$ cat src/rtl/three_input_gate_pkg.sv
// Shared constants, state encoding and code-search helper for the
// three-input gate sweep sequencer.
package three_input_gate_pkg;

  localparam int VEC_W       = 5;
  localparam int N_VEC       = 32;
  localparam int CODE_W      = 2;
  localparam int N_CODE      = 4;
  localparam int POS_A       = 0;
  localparam int POS_B       = 1;
  localparam int POS_C       = 2;
  localparam int POS_CODE_LO = 3;
  localparam int POS_CODE_HI = 4;

  typedef logic [VEC_W-1:0] vec_t;

  typedef enum logic [1:0] {
    ST_IDLE   = 2'd0,
    ST_DRIVE  = 2'd1,
    ST_SAMPLE = 2'd2,
    ST_DONE   = 2'd3
  } state_t;

  typedef struct packed {
    logic              found;
    logic [CODE_W-1:0] code;
  } code_sel_t;

  // Lowest enabled code whose index is >= from; from may be N_CODE (none left).
  function automatic code_sel_t find_code(input logic [N_CODE-1:0] mask,
                                          input logic [CODE_W:0]   from);
    code_sel_t r;
    r = '0;
    for (int i = N_CODE - 1; i >= 0; i--) begin
      if (mask[i] && (i >= int'(from))) begin
        r.found = 1'b1;
        r.code  = CODE_W'(i);
      end
    end
    return r;
  endfunction

endpackage

$ cat src/rtl/three_input_gate_next_vec_v.sv
// Combinational vector stepper: first enabled vector for a mask, and the
// successor of a vector with a flag marking the final enabled vector.
module three_input_gate_next_vec_v
  import three_input_gate_pkg::*;
(
  input  logic [VEC_W-1:0]  vec,
  input  logic [N_CODE-1:0] mask,
  output logic [VEC_W-1:0]  first_vec,
  output logic              any_en,
  output logic [VEC_W-1:0]  next_vec,
  output logic              last
);

  logic [2:0]        abc;
  logic [CODE_W-1:0] code;
  logic [CODE_W:0]   code_up;
  code_sel_t         lo_sel;
  code_sel_t         up_sel;

  assign abc     = vec[POS_C:POS_A];
  assign code    = vec[POS_CODE_HI:POS_CODE_LO];
  assign code_up = {1'b0, code} + {{CODE_W{1'b0}}, 1'b1};
  assign lo_sel  = find_code(mask, '0);
  assign up_sel  = find_code(mask, code_up);

  assign first_vec = {lo_sel.code, 3'b000};
  assign any_en    = lo_sel.found;

  // abc wrap jumps over whole disabled code groups of 8
  always_comb begin
    last     = 1'b0;
    next_vec = '0;
    if (abc != 3'd7) begin
      next_vec = {code, abc + 3'd1};
    end else if (up_sel.found) begin
      next_vec = {up_sel.code, 3'b000};
    end else begin
      last = 1'b1;
    end
  end

endmodule

$ cat src/rtl/three_input_gate_sweep_ctrl_v.sv
// Sweep sequencer: drives every enabled (code,c,b,a) vector onto the gate,
// holds it SETTLE_CYCLES, samples i_f into o_table, and reports done.
module three_input_gate_sweep_ctrl_v
  import three_input_gate_pkg::*;
#(
  parameter int SETTLE_CYCLES = 2
) (
  input  logic        i_clk,
  input  logic        i_rst_n,
  input  logic        i_start,
  input  logic        i_abort,
  input  logic [3:0]  i_code_en,
  input  logic        i_f,
  output logic        o_a,
  output logic        o_b,
  output logic        o_c,
  output logic [1:0]  o_code,
  output logic        o_busy,
  output logic        o_done,
  output logic [31:0] o_table
);

  localparam int CNT_W = (SETTLE_CYCLES > 1) ? $clog2(SETTLE_CYCLES + 1) : 1;

  state_t              state_q, state_d;
  vec_t                vec_q, vec_d;
  logic [CNT_W-1:0]    cnt_q, cnt_d;
  logic [N_CODE-1:0]   mask_q, mask_d, mask_sel;
  logic                tbl_clr, tbl_wr;
  vec_t                first_vec, next_vec;
  logic                any_en, last;
  logic                busy_d, done_d;
  vec_t                pins_d;

  // In IDLE the live enable bits pick the first vector; afterwards the latched copy.
  assign mask_sel = (state_q == ST_IDLE) ? i_code_en : mask_q;

  three_input_gate_next_vec_v u_next (
    .vec       (vec_q),
    .mask      (mask_sel),
    .first_vec (first_vec),
    .any_en    (any_en),
    .next_vec  (next_vec),
    .last      (last)
  );

  always_ff @(posedge i_clk or negedge i_rst_n) begin
    if (!i_rst_n) begin
      state_q <= ST_IDLE;
      vec_q   <= '0;
      cnt_q   <= '0;
      mask_q  <= '0;
      o_table <= '0;
      o_busy  <= 1'b0;
      o_done  <= 1'b0;
      o_a     <= 1'b0;
      o_b     <= 1'b0;
      o_c     <= 1'b0;
      o_code  <= '0;
    end else begin
      state_q <= state_d;
      vec_q   <= vec_d;
      cnt_q   <= cnt_d;
      mask_q  <= mask_d;
      if (tbl_clr)     o_table        <= '0;
      else if (tbl_wr) o_table[vec_q] <= i_f;
      o_busy  <= busy_d;
      o_done  <= done_d;
      o_a     <= pins_d[POS_A];
      o_b     <= pins_d[POS_B];
      o_c     <= pins_d[POS_C];
      o_code  <= pins_d[POS_CODE_HI:POS_CODE_LO];
    end
  end

  always_comb begin
    state_d = state_q;
    vec_d   = vec_q;
    cnt_d   = cnt_q;
    mask_d  = mask_q;
    tbl_clr = 1'b0;
    tbl_wr  = 1'b0;
    case (state_q)
      ST_IDLE: begin
        if (i_start) begin
          mask_d  = i_code_en;
          tbl_clr = 1'b1;
          cnt_d   = '0;
          if (any_en) begin
            state_d = ST_DRIVE;
            vec_d   = first_vec;
          end else begin
            state_d = ST_DONE;
            vec_d   = '0;
          end
        end
      end
      ST_DRIVE: begin
        if (i_abort) begin
          state_d = ST_IDLE;
          vec_d   = '0;
        end else if (cnt_q == CNT_W'(SETTLE_CYCLES - 1)) begin
          state_d = ST_SAMPLE;
        end else begin
          cnt_d = cnt_q + CNT_W'(1);
        end
      end
      ST_SAMPLE: begin
        // abort wins over the capture of the vector in flight
        if (i_abort) begin
          state_d = ST_IDLE;
          vec_d   = '0;
        end else begin
          tbl_wr = 1'b1;
          cnt_d  = '0;
          if (last) begin
            state_d = ST_DONE;
            vec_d   = '0;
          end else begin
            state_d = ST_DRIVE;
            vec_d   = next_vec;
          end
        end
      end
      default: begin
        state_d = ST_IDLE;
        vec_d   = '0;
      end
    endcase
  end

  // Outputs are decoded from the next state so they land in step with it.
  always_comb begin
    busy_d = (state_d == ST_DRIVE) || (state_d == ST_SAMPLE);
    done_d = (state_d == ST_DONE);
    pins_d = busy_d ? vec_d : '0;
  end

endmodule

$ cat config.mk
export PLATFORM = sky130hd
export DESIGN_NAME = three_input_gate_sweep_ctrl_v
export DESIGN_NICKNAME = d
export VERILOG_FILES = /design/src/rtl/three_input_gate_pkg.sv /design/src/rtl/three_input_gate_next_vec_v.sv /design/src/rtl/three_input_gate_sweep_ctrl_v.sv
export SDC_FILE = /design/constraint.sdc
export NUM_CORES = 1
export LEC_CHECK = 0
export ABC_AREA = 1
export CAP_MARGIN = 0
export CORE_ASPECT_RATIO = 2
export CORE_MARGIN = 2
export CORE_UTILIZATION = 35
export CTS_CLUSTER_SIZE = 10
export DETAILED_ROUTE_END_ITERATION = 8
export PLACE_DENSITY = 0.59
export RECOVER_POWER = 50
export SLEW_MARGIN = 20
export SYNTH_ARGS = -nofsm -noshare
export SYNTH_HDL_FRONTEND = slang
export SYNTH_SLANG_ARGS = --single-unit
$ cat constraint.sdc
create_clock -name i_clk -period 2 [get_ports i_clk]
set_input_delay 0.4 -clock i_clk [delete_from_list [all_inputs] [get_ports i_clk]]
set_output_delay 0.4 -clock i_clk [all_outputs]
set_load 0.02 [all_outputs]
==> impl_metrics.csv, run 1 <==
group,metric,value,unit
status,outcome,"finished, final reports clean",
finish,finish.instance_area,3379,µm²
setup_path,crit_slowest_cell,"dfrtp_2",
finish,n_sequential_cell,52,
global_route,gr-usage-all-layers,0.1713,
power,pwr-share-comb,0.329,
setup_path,start_kind,"register",
logic_synthesis,syn_inst,332,
floorplanning,die_width,65.01,µm
clocking,cts_buffers,5,
power,power_density,972.1,nW/µm²
setup_path,rrSetupSlack,190,ps
logic_synthesis,common_cells,"nand2_1, inv_1, dfrtp_1, a21oi_1, nor2_1",
finish,regArea,1303,µm²
route,wl_per_cell,13.32,µm
setup_path,cp_max_fo,8,
logic_synthesis,synthArstFlopShare,1.000,
setup_path,cp-endpoint,"o_code[0]$_DFF_PN0_",
global_route,use_met2,0.3305,
setup_path,r2r_cells,10,
power,power.leakage,1.898,nW
timing,fin_ws,192.5,ps
finish,top_regs,"o_table (32), vec_q (5), mask_q (4)",
logic_synthesis,synth.yosys.chip_area,2605,µm²
setup_path,path_class,"reg -> reg",
global_route,antenna_found_initial,0,
floorplanning,fp_util,0.3612,
power,p_clk_frac,0.282,
timing,fmax,0.5532,GHz
place,dp_cells,475,
finish,largestClassByArea,"sequential cells",
global_route,grt_pass1_vias,2307,
route,wl_met1,2242,µm
min_path,hold_class,"in -> async",
finish,nets,408,
timing,finalSetupTns,0,ps
logic_synthesis,synth.largest_area_cell,"dfrtp_1",
finish,logic_gates,213,
Figure 1. M1 wires (run 1).
Drawn at 4 px/µm. Supply wires on this layer in grey. Cells faint in the background.
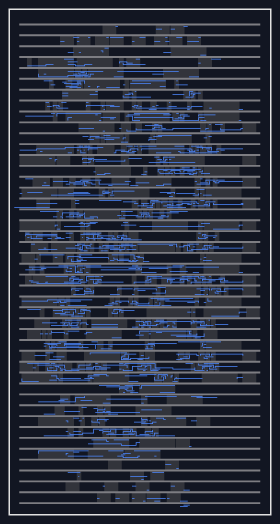
367 nets have wire on it. The longest straight run is 23.9 µm. The wires run mostly horizontal. The layer carries 2240 µm of wire.

Figure 2. Metal 2 (run 1).
Drawn at 4 px/µm.
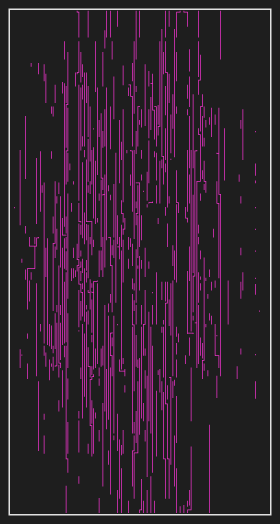
The wires run mostly vertical. 318 nets have wire on it. The longest straight run is 46.6 µm.

Figure 3. Met3 routing (run 1).
Drawn at 6 px/µm. Cells faint in the background.
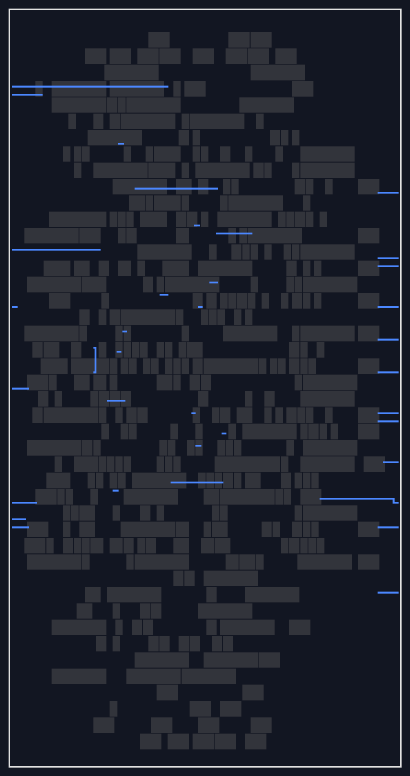
The wires run mostly horizontal. The layer carries 146 µm of wire. 27 nets have wire on it. The longest straight run is 25.8 µm.
WL final: 6432 µm
Vias: 2227
GR Util met3: 0.02946

Figure 4. Signal wires on met4 (run 1).
Drawn at 4 px/µm. Supply wires on this layer in grey. Cells faint in the background.
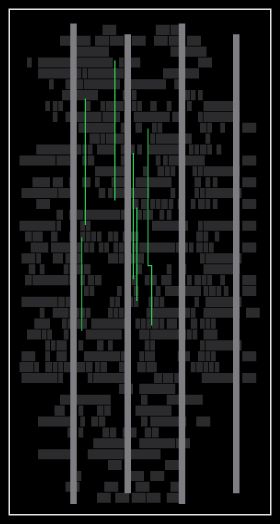

==> inputs of run 2 (changes only) <==
--- a/config.mk
+++ b/config.mk
@@ -8,7 +8,7 @@
 export ABC_AREA = 1
 export CAP_MARGIN = 0
 export CORE_ASPECT_RATIO = 2
-export CORE_MARGIN = 2
+export CORE_MARGIN = 4
 export CORE_UTILIZATION = 35
 export CTS_CLUSTER_SIZE = 10
 export DETAILED_ROUTE_END_ITERATION = 8
Figure 5. Signal wires on met4 (run 2).
Drawn at 4 px/µm. Supply wires on this layer in grey. Cells faint in the background.
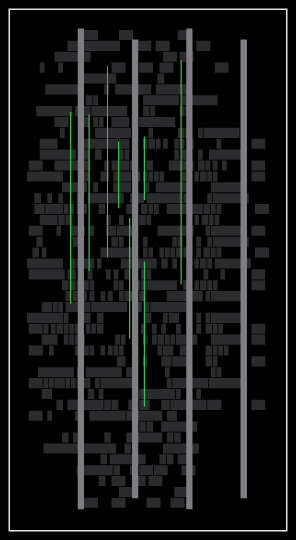
The layer holds 4.4% of the routed length. 7 nets have wire on it.
WL final: 6593 µm
Vias: 2239

==> run 2 against run 1 <==
Effect of this change: critical endpoint unchanged; critical path depth stayed put; largest power group unchanged; clock power fell by 4.1%; register-to-register slack got worse by 20 ps; routed wire length is 2.5% higher; core utilization shrank 0.66 points; cell area decreased by 0.67%.
==> impl_metrics.csv, run 2 <==
group,metric,value,unit
clocking,htree_levels,2,
route,wl_met1,2325,µm
global_route,antenna_found_initial,0,
global_route,use_met2,0.3012,
logic_synthesis,synthArstFlopShare,1.000,
setup_path,start_kind,"register",
floorplanning,die_width,69.01,µm
setup_path,rrSetupSlack,170,ps
power,p_clk_frac,0.276,
logic_synthesis,synth.largest_area_cell,"dfrtp_1",
power,pwr-share-comb,0.329,
clocking,clock-sinks,52,
power,power_density,961.1,nW/µm²
global_route,gr-usage-all-layers,0.1529,
status,outcome,"finished, final reports clean",
logic_synthesis,syn_inst,332,
timing,rsz0062_at_grt,"false",
timing,finalSetupTns,0,ps
setup_path,path_class,"reg -> reg",
finish,top_regs,"o_table (32), vec_q (5), mask_q (4)",
clocking,cts_buffers,5,
finish,largestClassByArea,"sequential cells",
logic_synthesis,aoi_share,0.1254,
setup_path,r2r_cells,10,
logic_synthesis,synth.yosys.chip_area,2605,µm²
route,wl_per_cell,13.65,µm
finish,finish.instance_area,3357,µm²
timing,fin_ws,168.8,ps
min_path,hold_class,"in -> async",
timing,fmax,0.5461,GHz
timing,tightest_slew,1196,ps
floorplanning,fp_util,0.3585,
finish,nets,407,
setup_path,cp-endpoint,"o_code[0]$_DFF_PN0_",
logic_synthesis,common_cells,"nand2_1, inv_1, dfrtp_1, a21oi_1, nor2_1",
power,power.leakage,1.890,nW
clocking,clk_pin_slew,60,ps
finish,lay_top_cells,"nand2_1, inv_1, dfrtp_1, clkdlybuf4s50_1",
place,dp_cells,474,
finish,n_sequential_cell,52,
global_route,grt_pass1_vias,2221,
setup_path,crit_slowest_cell,"dfrtp_1",
Figure 6. M1 wires (run 2).
Drawn at 4 px/µm. Supply wires on this layer in grey. Cells faint in the background.
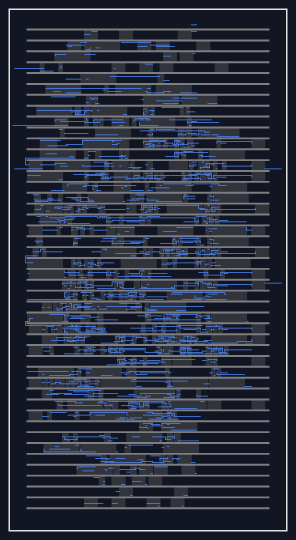

==> inputs of run 3 (changes only) <==
--- a/config.mk
+++ b/config.mk
@@ -12,6 +12,7 @@
 export CORE_UTILIZATION = 35
 export CTS_CLUSTER_SIZE = 10
 export DETAILED_ROUTE_END_ITERATION = 8
+export GPL_TIMING_DRIVEN = 0
 export PLACE_DENSITY = 0.59
 export RECOVER_POWER = 50
 export SLEW_MARGIN = 20
Figure 7. M1 wires (run 3).
Drawn at 4 px/µm. Supply wires on this layer in grey. Cells faint in the background.
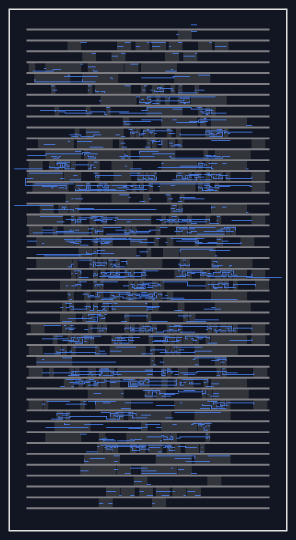
The layer holds 36% of the routed length. The layer carries 2290 µm of wire. 371 nets have wire on it. The longest straight run is 23.0 µm. The wires run mostly horizontal.

==> run 3 against run 2 <==
Effect of this change: non-clock buffer count down 5; critical path depth down 1; worst setup slack worse by 42 ps; clock power up 9.6%; cell area up 0.19%; clock skew down 2.1 ps; synthesized area unchanged; maximum frequency down 2.2%; sequential power about the same; final cell count down 0.83%; first-iteration DRC count up 54%; via count down 0.40%; largest cell class unchanged.
==> impl_metrics.csv, run 3 <==
group,metric,value,unit
finish,top_regs,"o_table (32), vec_q (5), mask_q (4)",
setup_path,r2r_cells,9,
finish,logic_gates,213,
global_route,grt_pass1_vias,2119,
setup_path,crit_slowest_cell,"dfrtp_2",
clocking,cts_buffers,5,
logic_synthesis,synthArstFlopShare,1.000,
floorplanning,fp_util,0.3585,
status,outcome,"finished, final reports clean",
logic_synthesis,common_cells,"nand2_1, inv_1, dfrtp_1, a21oi_1, nor2_1",
power,power_density,991.4,nW/µm²
setup_path,path_class,"reg -> reg",
global_route,use_met2,0.2877,
global_route,grt.met3_usage,0.02390,
logic_synthesis,synth.largest_area_cell,"dfrtp_1",
finish,regArea,1304,µm²
place,dp_cells,471,
finish,lay_top_cells,"nand2_1, inv_1, dfrtp_1, clkdlybuf4s50_1",
route,wl,6299,µm
logic_synthesis,syn_inst,332,
timing,fmax,0.5339,GHz
global_route,gr-usage-all-layers,0.1449,
logic_synthesis,synth.yosys.chip_area,2605,µm²
timing,rsz0062_at_grt,"false",
setup_path,rrSetupSlack,130,ps
power,pwr-share-comb,0.321,
floorplanning,die_width,69.01,µm
clocking,htree_levels,2,
timing,tightest_slew,1313,ps
clocking,clock-sinks,52,
finish,nets,402,
timing,finalSetupTns,0,ps
global_route,antenna_found_initial,0,
finish,finish.instance_area,3363,µm²
power,p_clk_frac,0.292,
clocking,clk_pin_slew,70,ps
route,wl_per_cell,13.15,µm
finish,n_sequential_cell,52,
min_path,hold_class,"in -> async",
power,power.leakage,1.865,nW
Power figures rest on the tool's default switching activity, not on a simulated workload.
